`src/rtl/uart_rx_fifo.sv`:
```
// uart_rx_fifo: 8N1 serial receiver (LSB first, idle high) feeding a
// first-word-fall-through byte FIFO, with sticky framing/overrun flags.
module uart_rx_fifo #(
    parameter int FIFO_DEPTH = 8,
    parameter int DIV_W      = 16
) (
    input  logic                        wb_clk_i,
    input  logic                        wb_rst_i,
    input  logic                        rx_i,
    input  logic                        rx_en_i,
    input  logic [DIV_W-1:0]            clk_div_i,
    input  logic                        rd_en_i,
    input  logic                        clr_err_i,
    output logic [7:0]                  rd_data_o,
    output logic                        empty_o,
    output logic                        full_o,
    output logic [$clog2(FIFO_DEPTH):0] count_o,
    output logic                        busy_o,
    output logic                        frame_err_o,
    output logic                        overrun_o
);
    localparam int AW = $clog2(FIFO_DEPTH);
    localparam int CW = AW + 1;
    localparam logic [DIV_W-1:0] MIN_DIV = DIV_W'(4);
    localparam logic [DIV_W-1:0] ONE     = DIV_W'(1);

    typedef enum logic [2:0] {IDLE, START, DATA, STOP, WAIT_HI} state_t;

    // line synchronizer / edge detect
    logic             sync_a, sync_b, prev_hi;
    logic [1:0]       warm;
    logic             rx, fall;

    // receiver
    state_t           state;
    logic [DIV_W-1:0] div, cnt;
    logic [2:0]       bit_idx;
    logic [7:0]       shreg;
    logic             bit_tick, push, frame_evt;

    // fifo
    logic [7:0]       mem [0:FIFO_DEPTH-1];
    logic [AW-1:0]    wr_ptr, rd_ptr;
    logic [CW-1:0]    count;
    logic             pop, wr, overrun_evt;

    assign rx   = sync_b;
    assign fall = prev_hi & ~rx;

    // Two-flop synchronizer; prev_hi only records highs that really came from
    // the line, so a line held low through reset cannot look like a falling edge.
    always_ff @(posedge wb_clk_i or posedge wb_rst_i) begin
        if (wb_rst_i) begin
            sync_a  <= 1'b1;
            sync_b  <= 1'b1;
            warm    <= 2'd0;
            prev_hi <= 1'b0;
        end else begin
            sync_a  <= rx_i;
            sync_b  <= sync_a;
            if (warm != 2'd2) warm <= warm + 2'd1;
            prev_hi <= (warm == 2'd2) & sync_b;
        end
    end

    assign bit_tick  = (cnt == div - ONE);
    // Stop-bit outcome acts on the FIFO at the sampling edge itself.
    assign push      = rx_en_i && (state == STOP) && bit_tick && rx;
    assign frame_evt = rx_en_i && (state == STOP) && bit_tick && !rx;

    // Receive FSM: start qualification at mid-bit, then one sample per bit period.
    always_ff @(posedge wb_clk_i or posedge wb_rst_i) begin
        if (wb_rst_i) begin
            state   <= IDLE;
            busy_o  <= 1'b0;
            cnt     <= '0;
            div     <= MIN_DIV;
            bit_idx <= 3'd0;
            shreg   <= 8'h00;
        end else if (!rx_en_i) begin
            state  <= IDLE;
            busy_o <= 1'b0;
            cnt    <= '0;
        end else begin
            case (state)
                IDLE: begin
                    if (fall) begin
                        state  <= START;
                        busy_o <= 1'b1;
                        cnt    <= '0;
                        div    <= (clk_div_i < MIN_DIV) ? MIN_DIV : clk_div_i;
                    end
                end
                START: begin
                    if (cnt == (div >> 1) - ONE) begin
                        cnt     <= '0;
                        bit_idx <= 3'd0;
                        if (rx) begin
                            state  <= IDLE;
                            busy_o <= 1'b0;
                        end else begin
                            state  <= DATA;
                        end
                    end else begin
                        cnt <= cnt + ONE;
                    end
                end
                DATA: begin
                    if (bit_tick) begin
                        cnt     <= '0;
                        shreg   <= {rx, shreg[7:1]};
                        bit_idx <= bit_idx + 3'd1;
                        if (bit_idx == 3'd7) state <= STOP;
                    end else begin
                        cnt <= cnt + ONE;
                    end
                end
                STOP: begin
                    if (bit_tick) begin
                        cnt <= '0;
                        if (rx) begin
                            state  <= IDLE;
                            busy_o <= 1'b0;
                        end else begin
                            state  <= WAIT_HI;
                        end
                    end else begin
                        cnt <= cnt + ONE;
                    end
                end
                WAIT_HI: begin
                    if (rx) begin
                        state  <= IDLE;
                        busy_o <= 1'b0;
                    end
                end
                default: begin
                    state  <= IDLE;
                    busy_o <= 1'b0;
                end
            endcase
        end
    end

    assign empty_o     = (count == '0);
    assign full_o      = (count == CW'(FIFO_DEPTH));
    assign count_o     = count;
    assign pop         = rd_en_i && !empty_o;
    // A pop in the same cycle frees the slot, so a push at full still lands.
    assign wr          = push && (!full_o || pop);
    assign overrun_evt = push && full_o && !pop;
    assign rd_data_o   = empty_o ? 8'h00 : mem[rd_ptr];

    // Storage array, no reset; empty_o gates what reaches rd_data_o.
    always_ff @(posedge wb_clk_i) begin
        if (wr) mem[wr_ptr] <= shreg;
    end

    // Pointers wrap naturally at the power-of-two depth; count tracks occupancy.
    always_ff @(posedge wb_clk_i or posedge wb_rst_i) begin
        if (wb_rst_i) begin
            wr_ptr <= '0;
            rd_ptr <= '0;
            count  <= '0;
        end else begin
            if (wr)  wr_ptr <= wr_ptr + AW'(1);
            if (pop) rd_ptr <= rd_ptr + AW'(1);
            case ({wr, pop})
                2'b10:   count <= count + CW'(1);
                2'b01:   count <= count - CW'(1);
                default: count <= count;
            endcase
        end
    end

    // Sticky error flags; a new event in the clearing cycle keeps the flag set.
    always_ff @(posedge wb_clk_i or posedge wb_rst_i) begin
        if (wb_rst_i) begin
            frame_err_o <= 1'b0;
            overrun_o   <= 1'b0;
        end else begin
            frame_err_o <= frame_evt   | (frame_err_o & ~clr_err_i);
            overrun_o   <= overrun_evt | (overrun_o   & ~clr_err_i);
        end
    end

endmodule

```
`config.mk`:
```
export PLATFORM = sky130hd
export DESIGN_NAME = uart_rx_fifo
export DESIGN_NICKNAME = d
export VERILOG_FILES = /design/src/rtl/uart_rx_fifo.sv
export SDC_FILE = /design/constraint.sdc
export NUM_CORES = 1
export LEC_CHECK = 0
export CAP_MARGIN = 20
export CORE_ASPECT_RATIO = 0.6
export CORE_MARGIN = 2
export CORE_UTILIZATION = 64
export DETAILED_ROUTE_END_ITERATION = 12
export DONT_BUFFER_PORTS = 1
export PLACE_DENSITY = 0.81
export SYNTH_ARGS = -nofsm -noshare
export SYNTH_HDL_FRONTEND = slang
export SYNTH_SLANG_ARGS = --single-unit
```
`constraint.sdc`:
```
create_clock -name wb_clk_i -period 4.17 [get_ports wb_clk_i]
set_input_delay 1.0425 -clock wb_clk_i [delete_from_list [all_inputs] [get_ports wb_clk_i]]
set_output_delay 1.0425 -clock wb_clk_i [all_outputs]
set_load 0.05 [all_outputs]
```
**Selected gate families**

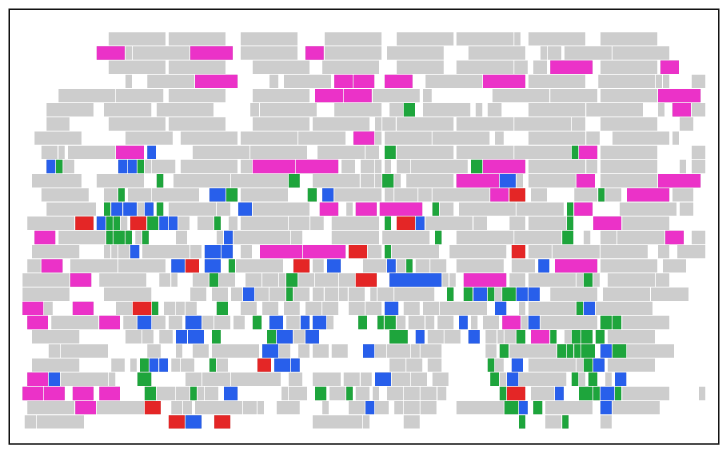
Green marks NAND gates, cells 83, most used nand2_1. Magenta marks multiplexers, cells 50, where widely spread. Blue marks inverting AOI/OAI gates, cells 65, most used a31oi_1. Red marks AND-OR and OR-AND gates, cells 15, most used a32o_1.

**Metal 4**

Bar = 50 microns.
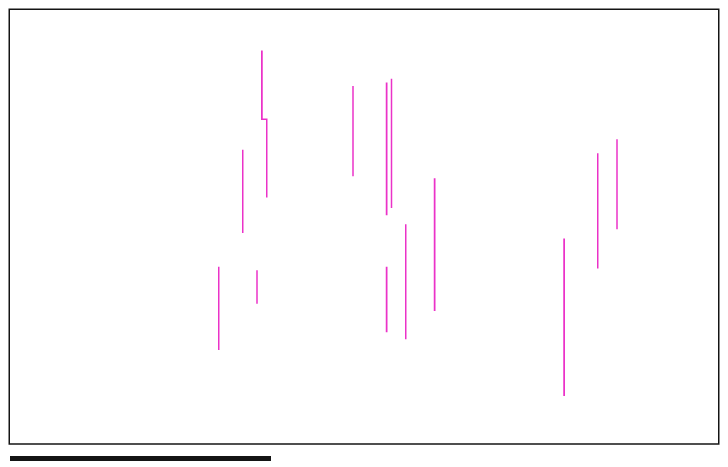
The layer carries 261 microns of wire. The wires run mostly vertical. The layer holds 1.5% of the routed length. 11 nets have wire on it.

==> notes.org <==
#+TITLE: Implementation results

** Finish
- The finished cells cover 0.00764 sq mm.
- FF+latch area :: 0.00353 sq mm
- The final layout report lists a filler cell count of 589.
- Max reg flops :: 64
- Between the synthesized netlist and the finished layout, the area growth was recorded as 14.6%.
- The library cells used most frequently in the layout, excluding fill and tap cells, are sky130_fd_sc_hd__edfxtp_1 (64), sky130_fd_sc_hd__dfrtp_1 (60), sky130_fd_sc_hd__nand2_1 (41).
- For this run, the script counts the antenna cells in the layout as 0.
- Dominant logic cell type in the layout :: sky130_fd_sc_hd__edfxtp_1
- The final layout report lists a clock buffer count of 18.

** Yosys
- The synthesis report gives the async set-or-reset register share as 0.500.
- Most common flop cell mapped by yosys :: sky130_fd_sc_hd__edfxtp_1
- Yosys cell count :: 561
- Leading cell type by number of instances after synthesis :: sky130_fd_sc_hd__edfxtp_1
- Cells taking the most area after synthesis :: sky130_fd_sc_hd__edfxtp_1 (29%), sky130_fd_sc_hd__dfrtp_1 (23%), sky130_fd_sc_hd__mux4_2 (5.4%)
- Synthesis area per yosys :: 0.00667 sq mm
- Mean instance size in the synthesized netlist :: 11.9 sq um

** Pwr
- Seq. pwr :: 1760 uW
- Of the total power, the clock network draws 0.332.

** Setup path
- All stages included, the depth of the critical timing path comes to 16.
- Critical path startpoint :: div[0]
- Bufs and invs on worst path :: 2
- The worst setup path is captured at a flip-flop.
- Cells along the critical path :: inv_1 > ha_2 > or4b_1 > or3_4 > a2111oi_4 > nand3_2 > nor4_4 > nand2_1 > nand2_2 > inv_2 > ha_1 > a21o_1 > a21oi_2 > and2_1 > mux2i_1 > xnor2_1

** Outcome
- The run finished with clean final reports.

** Global route
- The via count of the first global-routing pass was 4727.

** Clock tree
- The report puts the hold buffer count at CTS at 0.
- H-tree depth :: 4
- Num CTS Buffers :: 17

** Routing
- First-pass DRT Iterations :: 5
- Vias per inst :: 6.68
- The routed design has 17000 microns of wire.

** Place
- STA on the placed design reports a worst setup slack of 0.138 ns.

** Hold path
- For the worst min-delay path, the startpoint reported by OpenROAD is sync_a.

** Timing
- The final timing report lists a max-slew violation count of 0.
- Hold timing on the final database bottoms out at a slack of 0.356 ns.
**Routing congestion**

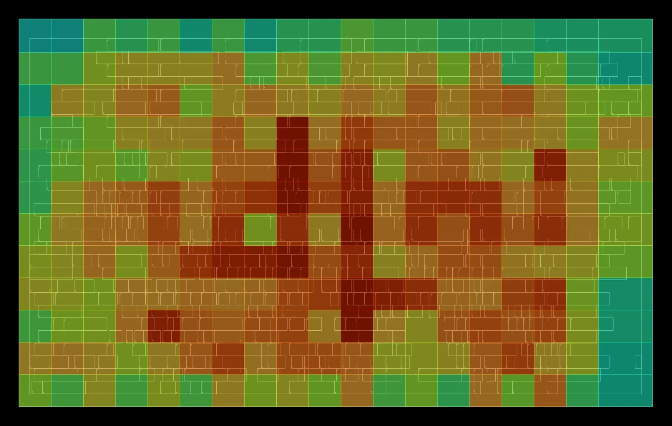
met3 track demand over resource in global routing: 0.111
average wire length per cell after detail routing: 23.4 microns
met2 global-route usage: 0.441

No activity file was given, so power comes from the tool's default toggle rates.
